==> images/layers.png <==
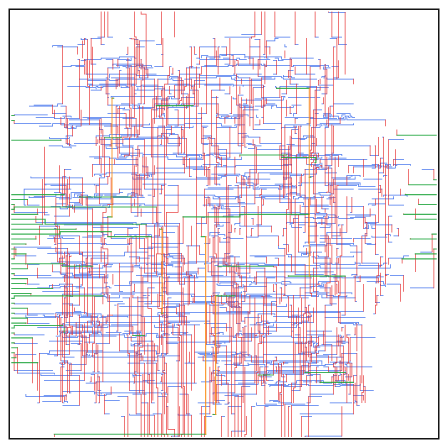
==> images/closeup.png <==
Window x 39 to 79, y 15 to 55 um. Cells in grey, sequential cells in the stronger grey; small squares are vias.
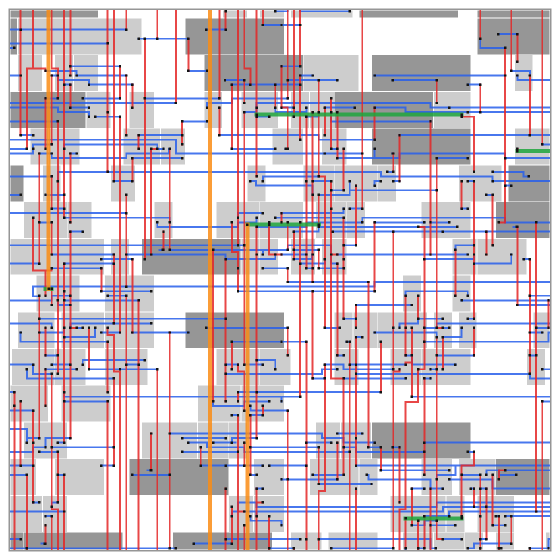
==> images/clock_wires.png <==
Bar = 20 um.
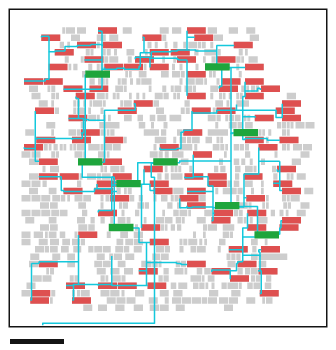
==> images/m3.png <==
Bar = 20 um.
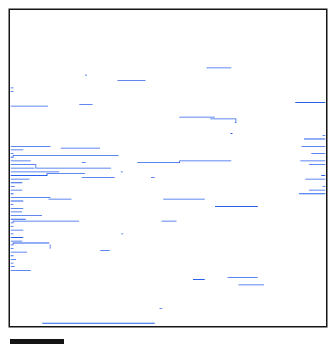
`src/rtl/lockstep_compare.sv`:
```
// lockstep_compare: compares skew-aligned reference outputs against a unit under test and latches the first mismatch.
module lockstep_compare #(
  parameter int WIDTH = 8,
  parameter int CHANNELS = 2,
  parameter int SKEW = 0,
  parameter int STOP_ON_FAIL = 1,
  localparam int CW = CHANNELS > 1 ? $clog2(CHANNELS) : 1
) (
  input  logic                        clk,
  input  logic                        reset,
  input  logic [CHANNELS*WIDTH-1:0]   ref_data,
  input  logic [CHANNELS*WIDTH-1:0]   uut_data,
  input  logic [CHANNELS-1:0]         chan_en,
  output logic                        armed,
  output logic                        fail,
  output logic [CW-1:0]               fail_chan,
  output logic [WIDTH-1:0]            fail_ref,
  output logic [WIDTH-1:0]            fail_uut,
  output logic [31:0]                 fail_cycle,
  output logic [15:0]                 mismatch_count
);
  typedef enum logic [1:0] {SETTLE, ARMED, FAILED} state_t;
  state_t state, state_n;
  logic [CHANNELS*WIDTH-1:0] ref_d;
  logic [2:0] settle_cnt;
  logic [31:0] cyc_cnt;
  logic mis;
  logic [CW-1:0] mis_chan;
  logic [WIDTH-1:0] mis_ref, mis_uut;
  // The delay line is never reset; SETTLE waits for it to refill with post-reset data.
  generate
    if (SKEW == 0) begin : g_nodl
      assign ref_d = ref_data;
    end else begin : g_dl
      logic [CHANNELS*WIDTH-1:0] dl [SKEW];
      always_ff @(posedge clk) begin
        dl[0] <= ref_data;
        for (int i = 1; i < SKEW; i++) dl[i] <= dl[i-1];
      end
      assign ref_d = dl[SKEW-1];
    end
  endgenerate
  // Scan from the top so the lowest enabled mismatching channel wins.
  always_comb begin
    mis = 1'b0;
    mis_chan = '0;
    mis_ref = '0;
    mis_uut = '0;
    for (int k = CHANNELS - 1; k >= 0; k--)
      if (chan_en[k] && ref_d[k*WIDTH +: WIDTH] != uut_data[k*WIDTH +: WIDTH]) begin
        mis = 1'b1;
        mis_chan = CW'(k);
        mis_ref = ref_d[k*WIDTH +: WIDTH];
        mis_uut = uut_data[k*WIDTH +: WIDTH];
      end
  end
  always_comb begin
    state_n = state;
    if (state == SETTLE && settle_cnt == 3'(SKEW)) state_n = ARMED;
    if (state == ARMED && mis && STOP_ON_FAIL != 0) state_n = FAILED;
  end
  always_ff @(posedge clk)
    state <= reset ? SETTLE : state_n;
  assign armed = state == ARMED;
  always_ff @(posedge clk) begin
    if (reset) begin
      settle_cnt <= '0;
      cyc_cnt <= '0;
      fail <= 1'b0;
      fail_chan <= '0;
      fail_ref <= '0;
      fail_uut <= '0;
      fail_cycle <= '0;
      mismatch_count <= '0;
    end else begin
      if (state == SETTLE) settle_cnt <= settle_cnt + 3'd1;
      if (state == ARMED) begin
        if (cyc_cnt != 32'hFFFF_FFFF) cyc_cnt <= cyc_cnt + 32'd1;
        if (mis) begin
          if (mismatch_count != 16'hFFFF) mismatch_count <= mismatch_count + 16'd1;
          if (!fail) begin
            fail <= 1'b1;
            fail_chan <= mis_chan;
            fail_ref <= mis_ref;
            fail_uut <= mis_uut;
            fail_cycle <= cyc_cnt;
          end
        end
      end
    end
  end
endmodule

```
`config.mk`:
```
export PLATFORM = sky130hd
export DESIGN_NAME = lockstep_compare
export DESIGN_NICKNAME = d
export VERILOG_FILES = /design/src/rtl/lockstep_compare.sv
export SDC_FILE = /design/constraint.sdc
export NUM_CORES = 1
export LEC_CHECK = 0
export CAP_MARGIN = 20
export CORE_MARGIN = 4
export CORE_UTILIZATION = 38
export DETAILED_ROUTE_END_ITERATION = 10
export GPL_TIMING_DRIVEN = 0
export SKIP_CTS_REPAIR_TIMING = 1
export SLEW_MARGIN = 20
export SYNTH_ARGS = -nofsm -noshare
export SYNTH_HDL_FRONTEND = slang
export SYNTH_SLANG_ARGS = --single-unit
export TNS_END_PERCENT = 1
```
`constraint.sdc`:
```
create_clock -name clk -period 6.07 [get_ports clk]
set_input_delay 0.607 -clock clk [delete_from_list [all_inputs] [get_ports clk]]
set_output_delay 0.607 -clock clk [all_outputs]
set_load 0.1 [all_outputs]
```
==> flow_summary.ini <==
; synthesis and place-and-route metrics
[status]
run_status = finished clean

[timing]
slew_viol_final = 0
setup-tns-final_ns = 0
setup_viol = 0
hold-worst-slack_ns = 0.454
period_used_pct = 48.0
setup_slack_ns = 3.16
slew_headroom_pct = 32.0
final-hold-violation-count = 0

[synthesis]
top_area_cell = dfxtp_1
ys_sh_simple_pct = 26.8
aoi_share_pct = 13.4
netlist_top_cells_count = 103 x dfxtp_1, 88 x nand2_1, 67 x nor2_1
ys.flop_type = dfxtp_1
synthCells = 540
edf_count = 0
top_area_share_pct = 45.0
avgSynthCellArea_sq_um = 8.48
top_logic_kind = simple AND/OR/NAND/NOR gates
xor_share_pct = 9.18
synth_flops = 103
synth_warnings = 0
ys_seq_share_pct = 45.0
netlist_area_sq_mm = 0.00458
postSynth.asyncResetShare_pct = 0
yosysChipArea_sq_mm = 0.00458
fa_ha_area_share_pct = 1.09
yosys.cell_count.top_type = dfxtp_1
synth_cell_type_count = 54
yosys_cells = 540

[floorplanning]
fp.dieH_um = 118
chipWidth_um = 118
ioPinCount = 103
rows = 39
core_area_sq_mm = 0.0116
fp_util_pct = 39.4
chip_area_sq_mm = 0.0139

[finish]
fin_area_sq_mm = 0.00608
fin_nets = 693
utilization_pct = 52.3
nonClkBufAreaFrac_pct = 19.0
nClkBuffers = 11
flop-count = 103
comb_cells = 403
fillers = 1121
antennaDiodeCount = 0
buffers = 129
comb_area_share_pct = 38.7
area_growth_pct = 32.7
regArea_sq_mm = 0.00206
lay_top_count = dfxtp_1
nNonClkInverters = 7
final_cells = 800
largestClassByArea = multi-input combinational cells
clock_area_share_pct = 4.90
largestRegisters = cyc_cnt (32), fail_cycle (32), mismatch_count (16)
mi_logic_area_sq_mm = 0.00235

[global_route]
met2_usage_pct = 29.6
top_usage_layer = met2
grt_pass1_wl_mm = 21.0
grt_pass1_vias = 4306
grt_max_degree = 16
met3_usage_pct = 4.47
grt_util_met1_pct = 23.5
antenna_found_initial = 0

[pwr]
top_power_group = registers
vdd_drop_max_mv = 0.258
power_w = 0.00213
p_comb_w = 0.000768
p_sw_w = 0.000861
pwr-share-seq_pct = 36.8
combPwrFrac_pct = 36.0
intPower_w = 0.00127
power.density_mw_per_mm2 = 351
sw_frac_of_total_pct = 40.4
leakagePower_nw = 2.10
powerSeq_w = 0.000785

[placement]
gp_congestion = 0.850
placed_cell_area_sq_mm = 0.00578
dp.cells = 785
dp_hpwl_mm = 9.27
post-place-ws_ns = 2.91
portBuffers = 102

[setup_path]
end_kind = output pin
critical_path_class = reg2out
crit_arrival_ns = 2.31
path_cells = nand2b_1 -> buf_6 -> inv_1 -> clkdlybuf4s50_1
cp.required_ns = 5.46
crit_fanout = 8
r2r_slack_ns = 3.75
slowest_delay_ns = 1.16

[clocking]
cts-root-buf = clkbuf_16
cts.clk_slew.worst_paths_ns = 0.07
cts_buffer_depth = 2
cts_num_sinks = 103
cts_tree = done
cts_max_level = 3
numCtsBuffers = 9

[routing]
drt_iter0_markers = 234
drc = 0
vias_per_cell = 5.26

[min_path]
hold_class = reg2reg

[flow_run]
tool_warnings = 27
maxCapViolations = 0
## Picture notes: layers.png
- orange: M4 (wire length 195 um)
- red: M2 (wire length 5,850 um)
- green: M3 (wire length 607 um)
- blue: M1 (wire length 5,760 um)
WL/cell: 15.5 um
Routed WL: 12.4 mm
via count of the routed design: 4,211
GRT Total Usage: 18.2%

## Picture notes: closeup.png
- green: M3
- blue: M1
- red: M2
- orange: M4
- netlist names of flops here include: `mismatch_count` (8), `state` (2)
- most frequent: nor2_1 (13), dfxtp_1 (13), clkdlybuf4s50_1 (7)
- sequential cells in the window: 13
- cells with their middle in the window: 100

## Picture notes: clock_wires.png
- green: clock-net drivers (count 9)
- cyan: clock wires (length 1,240 um)
- red: flip-flops (count 103)
- flops lie: spread over the die
- routed clock nets: 10
clk ins delay skew pair: 0.34 ns
clock skew: 0.00876 ns
Power Clock: 0.000578 W
Clock power frac: 27.1%

## Picture notes: m3.png
- main direction: horizontal
- longest straight run: 41.6 um
- nets with wire on the layer: 66
- wire length on this layer: 607 um

## worst paths after layout
| check | from | to | depth (start not counted) |
|---|---|---|---|
| worst max-delay path | state[1] | armed | 4 |
| worst min-delay path | fail_cycle[22] | fail_cycle[22] | 2 |
| worst max register to register | cyc_cnt[0] | cyc_cnt[26] | 8 |
| worst min register to register | fail_cycle[22] | fail_cycle[22] | 2 |
## worst register-to-register path, cell delays in order (launching register included)
cell	delay (ns)
dfxtp_1	0.42
ha_1	0.27
nand4_4	0.15
nor3_4	0.22
nand4_2	0.16
or4_1	0.41
buf_2	0.17
or3_1	0.30
a21oi_1	0.15
## per-layer routing
layer	vias up	part of all wire, %
li1	2112	-
met1	1993	46
met2	94	47
met3	12	4.9
met4	0	1.6
met5	-	0
Power and IR drop assume default switching activity.
